run_1/ff_map.png
Drawn at 10 px/um. Other sequential cells in the stronger gray, the rest of the logic in the fainter gray.
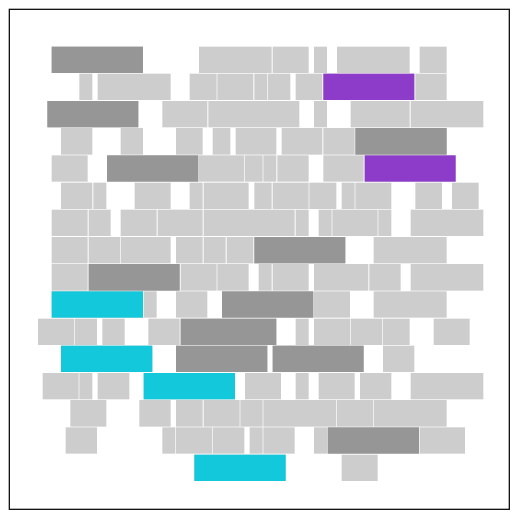
run_1/clock_nets.png
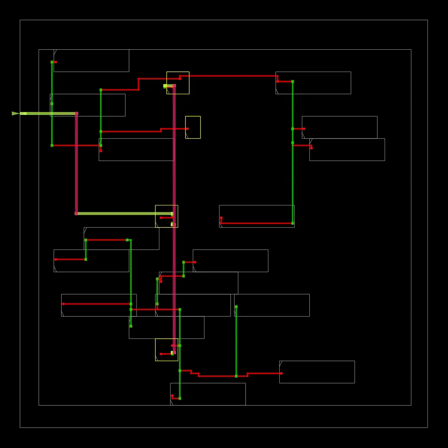
run_1/floorplan.png
Drawn at 8 px/um. Pins as bars on the die edge. Tap cells in gray.
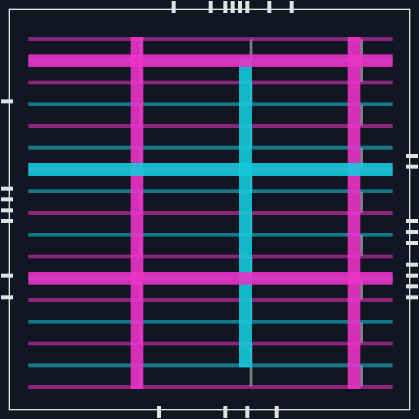
==> config.mk <==
export PLATFORM = sky130hd
export DESIGN_NAME = serial_add_ctrl
export DESIGN_NICKNAME = d
export VERILOG_FILES = /design/src/rtl/serial_add_pkg.sv /design/src/rtl/sa_shift_reg.sv /design/src/rtl/serial_add_ctrl.sv
export SDC_FILE = /design/constraint.sdc
export NUM_CORES = 1
export LEC_CHECK = 0
export CAP_MARGIN = 20
export CORE_MARGIN = 2
export CORE_UTILIZATION = 46
export CTS_CLUSTER_SIZE = 40
export DETAILED_ROUTE_END_ITERATION = 10
export PLACE_DENSITY = 0.77
export SLEW_MARGIN = 20
export SYNTH_ARGS = -nofsm -noshare
export SYNTH_HDL_FRONTEND = slang
export SYNTH_SLANG_ARGS = --single-unit
export TNS_END_PERCENT = 20
==> constraint.sdc <==
create_clock -name clk -period 1.61 [get_ports clk]
set_clock_uncertainty 0.15 [all_clocks]
set_input_delay 0.161 -clock clk [delete_from_list [all_inputs] [get_ports clk]]
set_output_delay 0.161 -clock clk [all_outputs]
set_load 0.05 [all_outputs]
==> results.json, run 1 <==
{
  "fin_crit_ps": 1662,
  "dr_total_vias": 748,
  "setup-violations-final": 11,
  "clk_pin_slew_ps": 110,
  "numCtsBuffers": 3,
  "post-dp-hpwl_mm": 1.414,
  "wl_per_cell_um": 15.10,
  "syn_area_um2": 967.2,
  "violations": "negative setup slack",
  "warnings": 34,
  "hold_buffers": 0,
  "io_pins": 28,
  "yosys_area_um2": 967.2,
  "fin_crit_sh": 1.032,
  "max-slew-margin-rel": 0.7912,
  "drive_gt1_frac": 0.4355,
  "first_global_vias": 793,
  "layout_top_cells": "dfrtp_1 (16), clkdlybuf4s50_1 (14), buf_12 (11)",
  "p_leak_nw": 0.7026,
  "setup_ws_ps": -51.52,
  "cp_max_fo": 5,
  "critical_path_class": "reg -> reg",
  "finalHoldViolations": 0,
  "antenna_cells": 0,
  "fill_cells": 131,
  "drv_cap": 0,
  "end_kind": "register",
  "crit_required_ps": 1660,
  "start_kind": "register",
  "gr-total-overflow": 0,
  "cts.root.buffer_cell": "clkbuf_4",
  "grt_first_pass_wirelength_mm": 3.601,
  "chipArea_um2": 2486,
  "seq_area_frac_synth": 0.4398,
  "whs_ps": 20.62,
  "slew_viol_final": 0,
  "ys_types": 18,
  "num_rows": 16,
  "fin_setup_tns_ps": -269.2,
  "ant_nets": 0,
  "ys_cells": 87,
  "worst_pin_slew_ps": 313.1,
  "worstRegToRegCells": 5,
  "grt_max_degree": 21,
  "drcViolationCount": 0,
  "yosys_warnings": 0,
  "final_nets": 147,
  "fp_util": 0.4880,
  "layout_top_cell": "dfrtp_1",
  "drt_iter0_drc": 2,
  "dr.pass1.iters": 5,
  "status": "finished with violations",
  "rsz0062_at_grt": "true",
  "avgViaCountPerCell": 4.954,
  "rrSetupSlack_ps": -50,
  "place_area_um2": 1360,
  "fin_area_um2": 1495,
  "wirelength_mm": 2.280,
  "cts_max_path_buffers": 2,
  "cts_max_level": 1,
  "avgSynthCellArea_um2": 11.12,
  "timing.fmax_mhz": 601.9
}
## Picture notes: ff_map.png
color	signal	sequential cells
purple	bit_idx	2
cyan	u_a_sh.parallel_out	4
not colored	11
Reg area: 426.7 um2
final design utilization: 0.7544
Flop+latch power: 0.741 mW
sequential portion of the cell area: 0.2854

## Picture notes: clock_nets.png
clk latency late pin: 300 ps
Clock net power: 0.246 mW
clock buffer count: 3
flop count: 17
clk sink count: 17

## Picture notes: floorplan.png
color	net
magenta	VSS
cyan	VDD
rows	16
met5 straps	3
VDD IR max: 1.660 mV
Chip Width: 49.86 um
CORE AREA: 1982 um2

-- run 1: area by class of cell --
type / count / area, um2 / area share
clock buffer: 3 / 22.52 / 0.01506
clock inverter: 1 / 5.005 / 0.003347
inverter: 4 / 17.52 / 0.01172
multi-input combinational: 64 / 546.8 / 0.3657
sequential: 17 / 426.7 / 0.2854
tap: 27 / 33.78 / 0.02259
timing repair buffer: 35 / 442.9 / 0.2962
-- run 1: kinds of logic after synthesis --
kind of cell / share of synthesized area
and+or+nand+nor: 0.1617
DFF: 0.4398
muxes: 0.1410
AOI/OAI and AO/OA: 0.1074
buffers and inverters: 0.05950
adders and majority gates: 0.09055
-- run 1: per-stage QoR --
step / power, mW / cells
3_5_place_dp: 2.345 / 141
4_1_cts: 2.728 / 150
3_3_place_gp: 2.289 / 141
6_report: 2.833 / 151
5_1_grt: 2.983 / 151
2_1_floorplan: 1.819 / 87
-- run 1: worst max-delay path, stage by stage, from the launching register on --
cell,delay (ps)
dfrtp_1,440
inv_2,90
ha_1,300
a22oi_2,220
nor2_1,90
mux2_4,260
-- run 1: power by group --
group	internal (mW)	total, mW	switching, mW
registers	0.601	0.741	0.140
clock network	0.0927	0.246	0.153
logic	0.890	1.85	0.957
-- run 1: metal layers --
| metal | routed length, um | part of all wire | GRT usage | vias to the layer above |
|---|---|---|---|---|
| met5 | 0 | 0 | 0 | - |
| met4 | 63 | 0.028 | 0.1250 | 0 |
| met3 | 95 | 0.042 | 0.02727 | 7 |
| met2 | 1206 | 0.53 | 0.3333 | 24 |
| met1 | 914 | 0.40 | 0.2216 | 356 |
| li1 | - | - | - | 361 |
-- run 1: repair_timing --
action | in CTS | in global routing
endpoints found under the setup margin | 10 | 25
pin swaps | 1 | 4
setup buffers | 5 | 0
gates cloned | 0 | 1
resized | 15 | 5
-- run 1: cells in the mapped netlist --
| cell | n | area (um2) |
|---|---|---|
| and2_1 | 8 | 50.05 |
| inv_1 | 4 | 15.01 |
| nand2_2 | 2 | 12.51 |
| o21ai_2 | 8 | 70.07 |
| dfrtp_1 | 17 | 425.4 |
| nand2b_1 | 4 | 25.02 |
| buf_6 | 2 | 22.52 |
| and2_4 | 1 | 8.760 |
| nand2_1 | 9 | 33.78 |
| buf_12 | 1 | 20.02 |
| nor2_1 | 7 | 26.28 |
| ha_1 | 7 | 87.58 |
| a21oi_4 | 1 | 16.27 |
| mux2_4 | 1 | 15.01 |
| a21oi_1 | 2 | 10.01 |
| a22oi_1 | 1 | 7.510 |
| mux2_1 | 1 | 11.26 |
| mux2i_1 | 11 | 110.1 |
--- run 2 (diff from run 1) ---
--- a/config.mk
+++ b/config.mk
@@ -5,12 +5,14 @@
 export SDC_FILE = /design/constraint.sdc
 export NUM_CORES = 1
 export LEC_CHECK = 0
+export ABC_AREA = 1
 export CAP_MARGIN = 20
 export CORE_MARGIN = 2
-export CORE_UTILIZATION = 46
+export CORE_UTILIZATION = 45
 export CTS_CLUSTER_SIZE = 40
 export DETAILED_ROUTE_END_ITERATION = 10
-export PLACE_DENSITY = 0.77
+export HOLD_SLACK_MARGIN = 0.05
+export PLACE_DENSITY = 0.76
 export SLEW_MARGIN = 20
 export SYNTH_ARGS = -nofsm -noshare
 export SYNTH_HDL_FRONTEND = slang
run_2/clock_nets.png
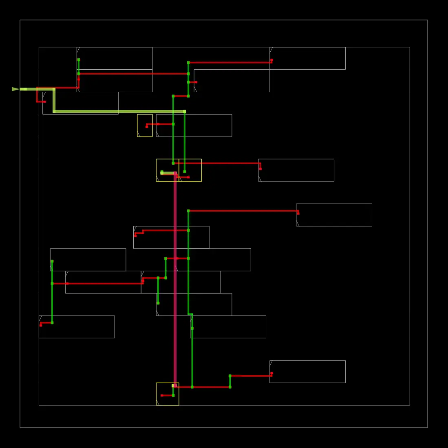
number of buffers created by CTS: 3
Clock net power: 0.236 mW

==> results.json, run 2 <==
{
  "max_stage_delay_ps": 460,
  "fp_util": 0.4758,
  "io_pins": 28,
  "fill_cells": 152,
  "cellInternalPower_mw": 1.504,
  "p_total_mw": 2.792,
  "ys_cells": 116,
  "p_comb_frac": 0.638,
  "antenna_cells": 0,
  "critical_path_class": "reg -> out",
  "max-slew-margin-rel": 0.8504,
  "first_global_vias": 863,
  "fin_crit_sh": 1.024,
  "cp.depth": 5,
  "drt_iter0_drc": 9,
  "crit_buf_inv": 3,
  "chipArea_um2": 2455,
  "grt_max_degree": 20,
  "status": "finished with violations",
  "dr.pass1.iters": 3,
  "ant_nets": 0,
  "num_rows": 16,
  "ys_types": 13,
  "p_sw_mw": 1.288,
  "cts_max_path_buffers": 2,
  "drv_cap": 0,
  "logic_area_um2": 451.7,
  "rsz0062_at_grt": "true",
  "dr_total_vias": 864,
  "worstRegToRegCells": 8,
  "most_common_cell": "nand2_1",
  "grt_first_pass_wirelength_mm": 3.815,
  "switching_share": 0.4614,
  "post-dp-hpwl_mm": 1.474,
  "timing.fmax_mhz": 606.4,
  "top_cell_area_share": 0.4558,
  "cts_max_level": 1,
  "drcViolationCount": 0,
  "start_kind": "register",
  "p_leak_nw": 0.7323,
  "place_area_um2": 1359,
  "setup-violations-final": 4,
  "yosys_area_um2": 933.4,
  "layout_top_cells": "nand2_1 (32), nor2_1 (16), dfrtp_1 (16)",
  "violations": "negative setup slack",
  "warnings": 33,
  "wl_per_cell_um": 12.13,
  "clock_sinks": 17,
  "end_kind": "output port",
  "cp_slowest_cell": "dfrtp_2",
  "cts.root.buffer_cell": "clkbuf_4",
  "die_width_um": 49.55,
  "setup_ws_ps": -38.95,
  "cp_max_fo": 4,
  "drive_gt1_frac": 0.3052,
  "gr-total-overflow": 0,
  "dp_cells": 169,
  "seq_area_frac_synth": 0.4558,
  "fin_crit_ps": 1649,
  "cpLargestDelayFamily": "flip-flops",
  "worst_pin_slew_ps": 224.3,
  "synthArstFlopShare": 1.000,
  "synth-edff-count": 0,
  "avgViaCountPerCell": 4.773
}
run_2/floorplan.png
Drawn at 8 px/um. Pins as bars on the die edge. Tap cells in gray.
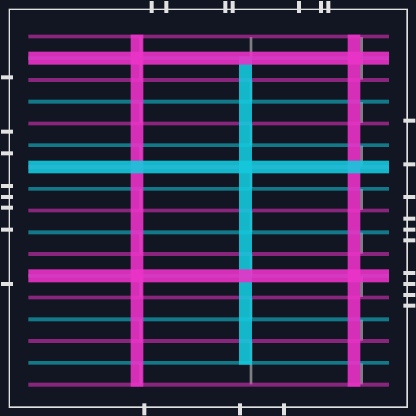
die height: 49.55 um
CORE AREA: 1962 um2

## run 2: cell types whose count changed after synthesis, sizes merged, moves of 2 or more
cell / delta
a21oi: -3
a31oi: +3
and2: -9
inv: +12
mux2: -2
mux2i: -11
nand2: +24
nand2b: -4
nand3: +11
nor2: +9
## run 2: area by class of cell
type,instances,area share
repair buffers,37,0.3221
multi-input cells,80,0.3044
flip-flops and latches,17,0.2875
inverters,16,0.04469
well taps,27,0.02277
clock buffers,3,0.01518
clock inverters,1,0.003373
## run 2: worst min-delay path: cells and delay by family
kind          cells  cell delay (ps)
simple gates      2              110
buf+inv           1              390
## run 2: routing by layer
layer | vias up | part of all wire | wire length (um) | track usage
met3 | 6 | 0.045 | 99 | 0.02424
met4 | 0 | 0.026 | 57 | 0.08333
met5 | - | 0 | 0 | 0
met2 | 26 | 0.49 | 1077 | 0.3844
li1 | 436 | - | - | -
met1 | 396 | 0.44 | 961 | 0.2353
## run 2: cell families after synthesis
| family | synth area share |
|---|---|
| AND-OR/OR-AND | 0.08579 |
| AND/OR/NAND/NOR | 0.2721 |
| flip-flops | 0.4558 |
| buffers and inverters | 0.09250 |
| adder cells (fa/ha/maj) | 0.09383 |
## run 2: stage by stage
stage                     setup WS [ps]  hold WS [ps]  utilization  setup TNS [ps]
after global routing             -61.41         270.0       0.7564          -579.7
final                            -38.95         237.8       0.7564          -122.6
after detailed placement          89.96         341.7       0.6926               0
after floorplan                   9.863        -284.6            -               0
after CTS                        -30.27         239.5       0.7430          -30.27
after global placement            162.6         337.8       0.6926               0
## run 2: power by group through the flow
stage               Clock [mW]  Sequential (mW)  Combinational, mW
finish                   0.236            0.775               1.78
global placement             0            0.754               1.56
global route             0.254            0.799               1.93
detailed placement           0            0.767               1.61
floorplan                    0            0.795              0.967
CTS                      0.241            0.760               1.72
## run 2: timing repair
action,CTS,global route
resized,12,7
hold buffers,1,0
endpoints found under the setup margin,10,23
hold endpoints to repair,17,0
setup buffers,5,2
pin swaps,1,1
Power is estimated from default activity; no workload was simulated.
